**Clock distribution**

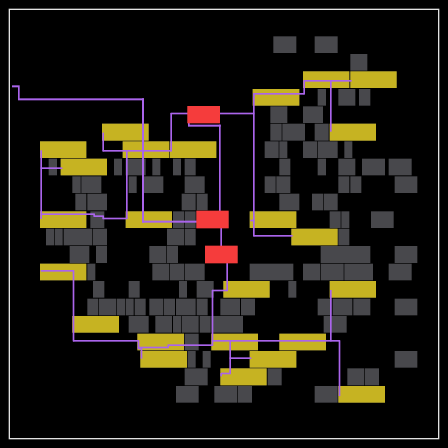
**Routed metal, one colour a layer**

The bar under the picture is 20 µm long.
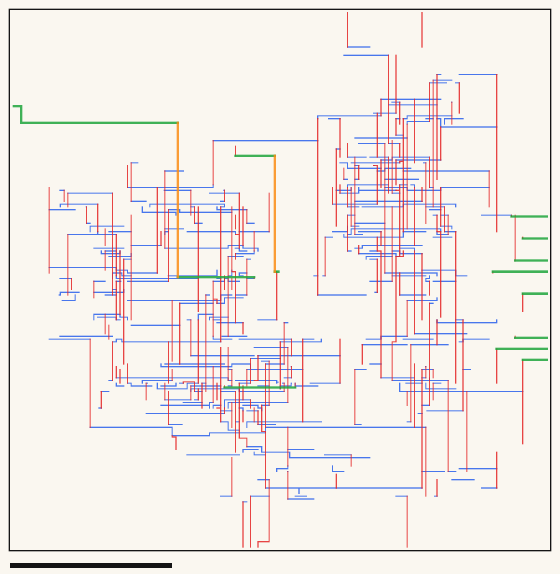
**Cell area per tile**

The die is cut into 7 by 7 equal tiles; dark blue is low, red is high, 0 to 100% covered.
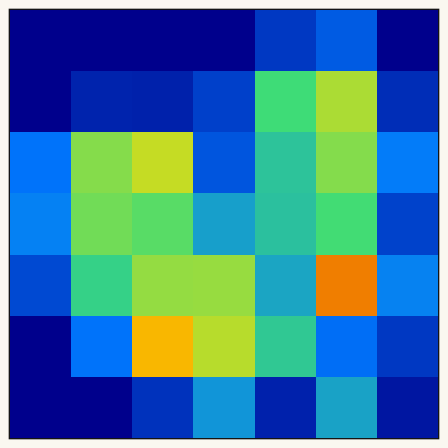
### config.mk
export PLATFORM = sky130hd
export DESIGN_NAME = pll_lock_supervisor
export DESIGN_NICKNAME = d
export VERILOG_FILES = /design/src/rtl/pll_supervisor_pkg.sv /design/src/rtl/sync_2ff.sv /design/src/rtl/pll_lock_supervisor.sv
export SDC_FILE = /design/constraint.sdc
export NUM_CORES = 1
export LEC_CHECK = 0
export CAP_MARGIN = 20
export CORE_MARGIN = 3
export CORE_UTILIZATION = 30
export DETAILED_ROUTE_END_ITERATION = 10
export PLACE_DENSITY = 0.51
export SYNTH_ARGS = -nofsm -noshare
export SYNTH_HDL_FRONTEND = slang
export SYNTH_SLANG_ARGS = --single-unit
### constraint.sdc
create_clock -name clock_in -period 2.2 [get_ports clock_in]
set_input_delay 0.44 -clock clock_in [delete_from_list [all_inputs] [get_ports clock_in]]
set_output_delay 0.44 -clock clock_in [all_outputs]
set_load 0.05 [all_outputs]
### src/rtl/pll_supervisor_pkg.sv
// Shared definitions for PLL lock supervision: state encoding, default
// qualification/holdoff lengths and timer sizing.
package pll_supervisor_pkg;

   typedef enum logic [1:0] {
      WAIT_LOCK = 2'd0,
      STABILIZE = 2'd1,
      RUN       = 2'd2,
      HOLDOFF   = 2'd3
   } sup_state_e;

   localparam int unsigned DEFAULT_STABLE_CYCLES  = 1024;
   localparam int unsigned DEFAULT_HOLDOFF_CYCLES = 256;

   // Timer must hold max(a,b)-1; never narrower than one bit.
   function automatic int unsigned timer_width(input int unsigned a, input int unsigned b);
      int unsigned m;
      m = (a > b) ? a : b;
      return (m <= 2) ? 1 : $clog2(m);
   endfunction

endpackage

### src/rtl/sync_2ff.sv
// Generic two-flop synchronizer for asynchronous level inputs; synchronous
// active-low reset clears both stages to 0.
module sync_2ff #(
   parameter int unsigned WIDTH = 1
) (
   input  logic             clock_in,
   input  logic             reset_n,
   input  logic [WIDTH-1:0] async_in,
   output logic [WIDTH-1:0] sync_out
);

   logic [WIDTH-1:0] meta;

   always_ff @(posedge clock_in) begin
      if (!reset_n) begin
         meta     <= '0;
         sync_out <= '0;
      end else begin
         meta     <= async_in;
         sync_out <= meta;
      end
   end

endmodule

### src/rtl/pll_lock_supervisor.sv
// Qualifies the PLL locked flag and releases a clean synchronous reset to
// logic on the PLL output clock; counts and flags lock-loss events.
//
// state     | meaning
// ----------+------------------------------------------------------------
// WAIT_LOCK | downstream held in reset, waiting for synchronized lock
// STABILIZE | lock seen, counting consecutive locked cycles
// RUN       | downstream released; a lock drop is a counted loss event
// HOLDOFF   | forced minimum reset time after a loss, lock ignored
module pll_lock_supervisor
   import pll_supervisor_pkg::*;
#(
   parameter int unsigned STABLE_CYCLES  = DEFAULT_STABLE_CYCLES,
   parameter int unsigned HOLDOFF_CYCLES = DEFAULT_HOLDOFF_CYCLES,
   parameter int unsigned CNT_WIDTH      = 8
) (
   input  logic                 clock_in,
   input  logic                 reset_n,
   input  logic                 locked_in,
   input  logic                 clear_count,
   output logic                 rst_out_n,
   output logic                 ready,
   output logic [CNT_WIDTH-1:0] loss_count,
   output logic                 loss_sticky
);

   localparam int unsigned TW = timer_width(STABLE_CYCLES, HOLDOFF_CYCLES);
   localparam logic [TW-1:0] STABLE_LAST  = TW'(STABLE_CYCLES - 1);
   localparam logic [TW-1:0] HOLDOFF_LAST = TW'(HOLDOFF_CYCLES - 1);
   localparam logic [CNT_WIDTH-1:0] CNT_ONE = CNT_WIDTH'(1);

   sup_state_e           state, state_nx;
   logic [TW-1:0]        timer, timer_nx;
   logic [CNT_WIDTH-1:0] count_nx;
   logic                 sticky_nx;
   logic                 locked_s;
   logic                 loss_event;

   sync_2ff #(
      .WIDTH (1)
   ) u_lock_sync (
      .clock_in (clock_in),
      .reset_n  (reset_n),
      .async_in (locked_in),
      .sync_out (locked_s)
   );

   always_comb begin
      state_nx   = state;
      loss_event = 1'b0;
      case (state)
         WAIT_LOCK: begin
            if (locked_s) state_nx = STABILIZE;
         end
         STABILIZE: begin
            if (!locked_s)                 state_nx = WAIT_LOCK;
            else if (timer == STABLE_LAST) state_nx = RUN;
         end
         RUN: begin
            if (!locked_s) begin
               state_nx   = HOLDOFF;
               loss_event = 1'b1;
            end
         end
         HOLDOFF: begin
            if (timer == HOLDOFF_LAST) state_nx = WAIT_LOCK;
         end
         default: state_nx = WAIT_LOCK;
      endcase
   end

   // Timer restarts from zero on every state change.
   always_comb begin
      timer_nx = '0;
      if (state_nx == state && (state == STABILIZE || state == HOLDOFF))
         timer_nx = timer + 1'b1;
   end

   // A loss on the same edge as a clear still registers as one fresh loss.
   always_comb begin
      count_nx  = loss_count;
      sticky_nx = loss_sticky;
      if (loss_event) begin
         sticky_nx = 1'b1;
         if (clear_count)     count_nx = CNT_ONE;
         else if (!(&loss_count)) count_nx = loss_count + 1'b1;
      end else if (clear_count) begin
         count_nx  = '0;
         sticky_nx = 1'b0;
      end
   end

   always_ff @(posedge clock_in) begin
      if (!reset_n) begin
         state       <= WAIT_LOCK;
         timer       <= '0;
         rst_out_n   <= 1'b0;
         ready       <= 1'b0;
         loss_count  <= '0;
         loss_sticky <= 1'b0;
      end else begin
         state       <= state_nx;
         timer       <= timer_nx;
         rst_out_n   <= (state_nx == RUN);
         ready       <= (state_nx == RUN);
         loss_count  <= count_nx;
         loss_sticky <= sticky_nx;
      end
   end

endmodule

==> qor.yml <==
finish:
  seq_share: 0.355
  dominant_cells: "combinational gates"
  seq_area_um2: 480
  layout.nets: 145
  finalNonFillerCells: 184
  mi_logic_area_um2: 596
cts:
  cts_tree: "yes"
  cts_root_buf: "clkbuf_8"
  cts_max_path_buffers: 2
  htreeDepth: 1
critical_path:
  worstPathCellList: "clkdlybuf4s50_1"
  critical-path-max-stage-delay_ps: 840
  r2r_setup_slack_ps: 530
  arrival_ps: 1530
  critPathKind: "flop to output port"
  r2r_end: "loss_count[5]"
  endpoint: "loss_count[0]"
  worst_r2r_path_depth: 4
final_timing:
  hold_viol_final: 0
  setup_slack_ps: 234
  slew_viol_final: 0
  whs_ps: 440
detailed_routing:
  ant_nets: 0
  totalWireLength_mm: 2.15
  via_count: 942
synthesis:
  top_area_frac: 0.436
  aoi_share: 0.178
  ys_async_sr_fraction: 0
  top_cells_by_area: "dfxtp_1, nor2_1, a21oi_1, nand3_1, xor2_1"
  top_area_cell: "dfxtp_1"
  adder_share: 0.0227
  syn_inst: 121
  synthFlopType: "dfxtp_1"
  synth_stat.cells: 121
  yosys_warnings: 0
floorplan:
  std_cell_rows: 21
placed_design:
  placed_area_mm2: 0.00130
  dpl.cell_count: 180
  portBuffers: 14
  gp_congestion: 0.743
worst_hold_path:
  hold_path.class: "flop to flop"
  hold_start: "u_lock_sync.meta"
power_and_ir_drop:
  pg_clk_mw: 0.292
  p_total_mw: 0.744
  peakVddDrop_mv: 0.199
  intPower_mw: 0.603
  power.switching_mw: 0.141
outcome:
  status: "complete, no violations"
global_route:
  grt_remaining_overflow: 0
  grt_pass1_vias: 864
Back to the opening pictures, 'clock distribution':
[red] clock drivers | count: 3
[purple] clock wires | length: 308 µm
[yellow] flip-flops | count: 24
routed clock nets: 4
clk ins delay skew pair: 260 ps
Clk pwr share: 0.392

Back to the opening pictures, 'routed metal, one colour a layer':
| colour | layer | wire length |
|---|---|---|
| green | metal 3 | 79.3 µm |
| red | metal 2 | 1,030 µm |
| orange | metal 4 | 33.3 µm |
| blue | metal 1 | 1,000 µm |
WL/cell: 11.7 µm
gr usage total: 0.112

Back to the opening pictures, 'cell area per tile':
emptiest ninth of the die: upper left
mean over tiles: 29%
nearly empty tiles: 18%
tiles over 75% full: 4.1%
fullest tile: 86%
Final Util: 0.394
core box area: 0.00344 mm²
Core Util at FP: 0.320

No activity file was given, so power comes from the tool's default toggle rates.
